File: src/rtl/mssd_frame_scheduler.sv
// Round-robin scheduler sharing one MSSD serial input between four requesters.
// Serializes start bit, 2-bit port address, 4-bit length and L LSB-first data bits, paced by clk_en.
module mssd_frame_scheduler #(
  parameter int DW       = 16,
  parameter int GAP_BITS = 2
) (
  input  logic            clk,
  input  logic            rst,
  input  logic            clk_en,
  input  logic [3:0]      req,
  input  logic [15:0]     len_i,
  input  logic [4*DW-1:0] data_i,
  output logic [3:0]      gnt,
  output logic            ser_out,
  output logic            busy,
  output logic [1:0]      cur_src,
  output logic            frame_done
);

  typedef enum logic [2:0] {
    S_IDLE, S_START, S_ADDR, S_LEN, S_DATA, S_GAP
  } state_t;

  state_t          r_state, w_next;
  logic [1:0]      r_ptr, w_ptr_nx;
  logic [1:0]      r_src, w_src_nx;
  logic [3:0]      r_cnt, w_cnt_nx;
  logic            r_done, w_done_nx;
  logic [3:0]      r_len;
  logic [DW-1:0]   r_shift;
  logic [2:0]      w_pick;
  logic            w_grant;
  logic [3:0]      w_len_sel;
  logic [DW-1:0]   w_data_sel;

  // Returns {hit, index} of the first request at or after ptr, wrapping 3->0.
  function automatic logic [2:0] rr_pick(input logic [3:0] rq, input logic [1:0] ptr);
    logic [1:0] idx;
    rr_pick = 3'b000;
    for (int i = 3; i >= 0; i--) begin
      idx = ptr + 2'(i);
      if (rq[idx]) rr_pick = {1'b1, idx};
    end
  endfunction

  assign w_pick     = rr_pick(req, r_ptr);
  assign busy       = (r_state != S_IDLE);
  assign cur_src    = r_src;
  assign frame_done = r_done;

  always_comb begin
    w_len_sel  = len_i[3:0];
    w_data_sel = data_i[DW-1:0];
    case (w_pick[1:0])
      2'd1: begin w_len_sel = len_i[7:4];   w_data_sel = data_i[2*DW-1:DW];   end
      2'd2: begin w_len_sel = len_i[11:8];  w_data_sel = data_i[3*DW-1:2*DW]; end
      2'd3: begin w_len_sel = len_i[15:12]; w_data_sel = data_i[4*DW-1:3*DW]; end
      default: ;
    endcase
  end

  always_comb begin
    w_next    = r_state;
    w_cnt_nx  = r_cnt;
    w_ptr_nx  = r_ptr;
    w_src_nx  = r_src;
    w_done_nx = 1'b0;
    w_grant   = 1'b0;
    gnt       = 4'b0000;
    ser_out   = 1'b1;
    case (r_state)
      S_IDLE: begin
        if (w_pick[2] && !rst) begin
          w_grant           = 1'b1;
          gnt[w_pick[1:0]]  = 1'b1;
          w_src_nx          = w_pick[1:0];
          w_ptr_nx          = w_pick[1:0] + 2'd1;
          w_next            = S_START;
        end
      end
      S_START: begin
        ser_out = 1'b0;
        if (clk_en) begin
          w_next   = S_ADDR;
          w_cnt_nx = 4'd0;
        end
      end
      S_ADDR: begin
        ser_out = r_src[~r_cnt[0]];
        if (clk_en) begin
          if (r_cnt == 4'd1) begin
            w_next   = S_LEN;
            w_cnt_nx = 4'd0;
          end else begin
            w_cnt_nx = r_cnt + 4'd1;
          end
        end
      end
      S_LEN: begin
        ser_out = r_len[2'd3 - r_cnt[1:0]];
        if (clk_en) begin
          if (r_cnt == 4'd3) begin
            w_cnt_nx = 4'd0;
            if (r_len == 4'd0) begin
              w_next    = S_GAP;
              w_done_nx = 1'b1;
            end else begin
              w_next = S_DATA;
            end
          end else begin
            w_cnt_nx = r_cnt + 4'd1;
          end
        end
      end
      S_DATA: begin
        ser_out = r_shift[0];
        if (clk_en) begin
          if (r_cnt == r_len - 4'd1) begin
            w_next    = S_GAP;
            w_cnt_nx  = 4'd0;
            w_done_nx = 1'b1;
          end else begin
            w_cnt_nx = r_cnt + 4'd1;
          end
        end
      end
      S_GAP: begin
        if (clk_en) begin
          if (r_cnt == 4'(GAP_BITS - 1)) begin
            w_next   = S_IDLE;
            w_cnt_nx = 4'd0;
          end else begin
            w_cnt_nx = r_cnt + 4'd1;
          end
        end
      end
      default: w_next = S_IDLE;
    endcase
  end

  // Control registers
  always_ff @(posedge clk or posedge rst) begin
    if (rst) begin
      r_state <= S_IDLE;
      r_cnt   <= 4'd0;
      r_ptr   <= 2'd0;
      r_src   <= 2'd0;
      r_done  <= 1'b0;
    end else begin
      r_state <= w_next;
      r_cnt   <= w_cnt_nx;
      r_ptr   <= w_ptr_nx;
      r_src   <= w_src_nx;
      r_done  <= w_done_nx;
    end
  end

  // Frame payload captured at grant; data shifts out LSB first
  always_ff @(posedge clk) begin
    if (w_grant) begin
      r_len   <= w_len_sel;
      r_shift <= w_data_sel;
    end else if (r_state == S_DATA && clk_en) begin
      r_shift <= {1'b0, r_shift[DW-1:1]};
    end
  end

endmodule

File: config.mk
export PLATFORM = sky130hd
export DESIGN_NAME = mssd_frame_scheduler
export DESIGN_NICKNAME = d
export VERILOG_FILES = /design/src/rtl/mssd_frame_scheduler.sv
export SDC_FILE = /design/constraint.sdc
export NUM_CORES = 1
export LEC_CHECK = 0
export CAP_MARGIN = 20
export CORE_MARGIN = 5
export CORE_UTILIZATION = 40
export DETAILED_ROUTE_END_ITERATION = 8
export GPL_TIMING_DRIVEN = 0
export HOLD_SLACK_MARGIN = 0.05
export PLACE_DENSITY = 0.87
export REMOVE_ABC_BUFFERS = 1
export SYNTH_ARGS = -nofsm -noshare
export SYNTH_HDL_FRONTEND = slang
export SYNTH_SLANG_ARGS = --single-unit
File: constraint.sdc
create_clock -name clk -period 2.2 [get_ports clk]
set_input_delay 0.44 -clock clk [delete_from_list [all_inputs] [get_ports clk]]
set_output_delay 0.44 -clock clk [all_outputs]
set_load 0.005 [all_outputs]
**M1 wires**

Drawn at 3 px/um. Supply wires on this layer in gray.
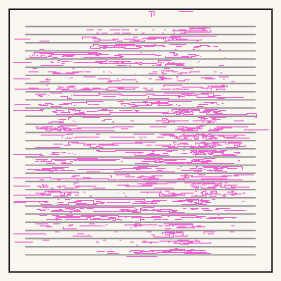
wire length on this layer = 3160 um
main direction = horizontal
share of all routed wire = 36%
longest straight run = 41.4 um
nets with wire on the layer = 422

**Met3 routing**

Drawn at 6 px/um. Cells faint in the background.
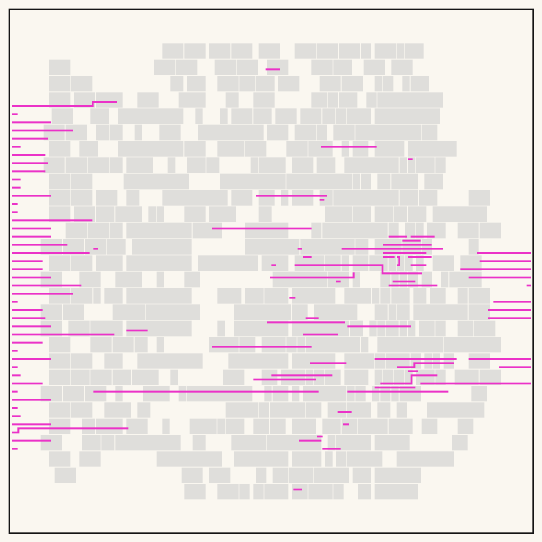
longest straight run = 37.3 um
main direction = horizontal

==> Changelog: implementation <==
## Flow update

- Status: finished, violations left
- Failing checks: negative setup slack
- Leading power group: combinational logic
- Worst path bufs/invs: 2
- CTS-repair resized insts: approximately 96
- Ys flops: 32
- Top cells by area: edfxtp_1 25%, dfrtp_1 13%, a221o_1 8.0%
- Worst Tran Pin Value: 0.514 ns
- Sequential cell power: 0.782 mW
- Setup Viol. Count Final: 23
- Post-Synth Simple-Gate Area: 0.176
- Most frequent cells after synthesis: 36 x a21oi_1, 30 x nand2_1, 20 x edfxtp_1, 19 x a221o_1, 17 x inv_1
- GR Layer Usage met3: 0.0596
- Area leader share: 0.253
- Via Count: 2636
- TNS Setup: -1.67 ns
- Final WS setup: -0.141 ns
- Area Overhead vs Synth: 74.5%
- Sink Count: 32
- Post-CTS Repair Setup Buffers: 29
- Chip width: 87.1 um
- Pwr/cell area: 628 nW/um2
- DRT antenna net count: 0
- Inverter count: 17
- Logic pwr share: 0.482
- Clk root buf: clkbuf_8
- CP endpoint kind: output pin
- Max-Cap Viols: 0
- Crit-path max cell delay: 0.43 ns
- Non-clk buf share: 0.332
- Post-synth EDFFs: 20
- Family with the most delay on the worst path: simple AND/OR/NAND/NOR gates
- CP startpoint kind: register
- Placed Cells: 412
- Well Taps: 75
- Leak: 1.62 nW
- Initial DRC count: 155
- Fmax: 427 MHz
- Clock period minus worst slack: 2.34 ns
- Layout Utilization: 0.709
- H-tree Lvls: 2
- Comb area leader: AND-OR/OR-AND gates
- Worst setup path startpoint: r_state[0]
- Worst setup path endpoint: gnt[0]
- Yosys Instances: 259
- DRC: 0
- Fillers: approximately 440
- Crit Reg-Reg Startpoint: r_ptr[1]
- WHS Endpoint: r_shift[0]
**Clock nets**

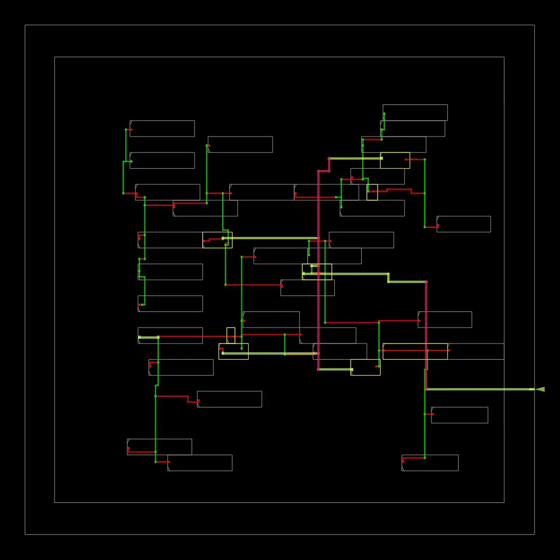
flip-flops: 32
clock buffers: 6
CTS Buf Count: 5
skew final: 0.00614 ns

No activity file was given, so power comes from the tool's default toggle rates.
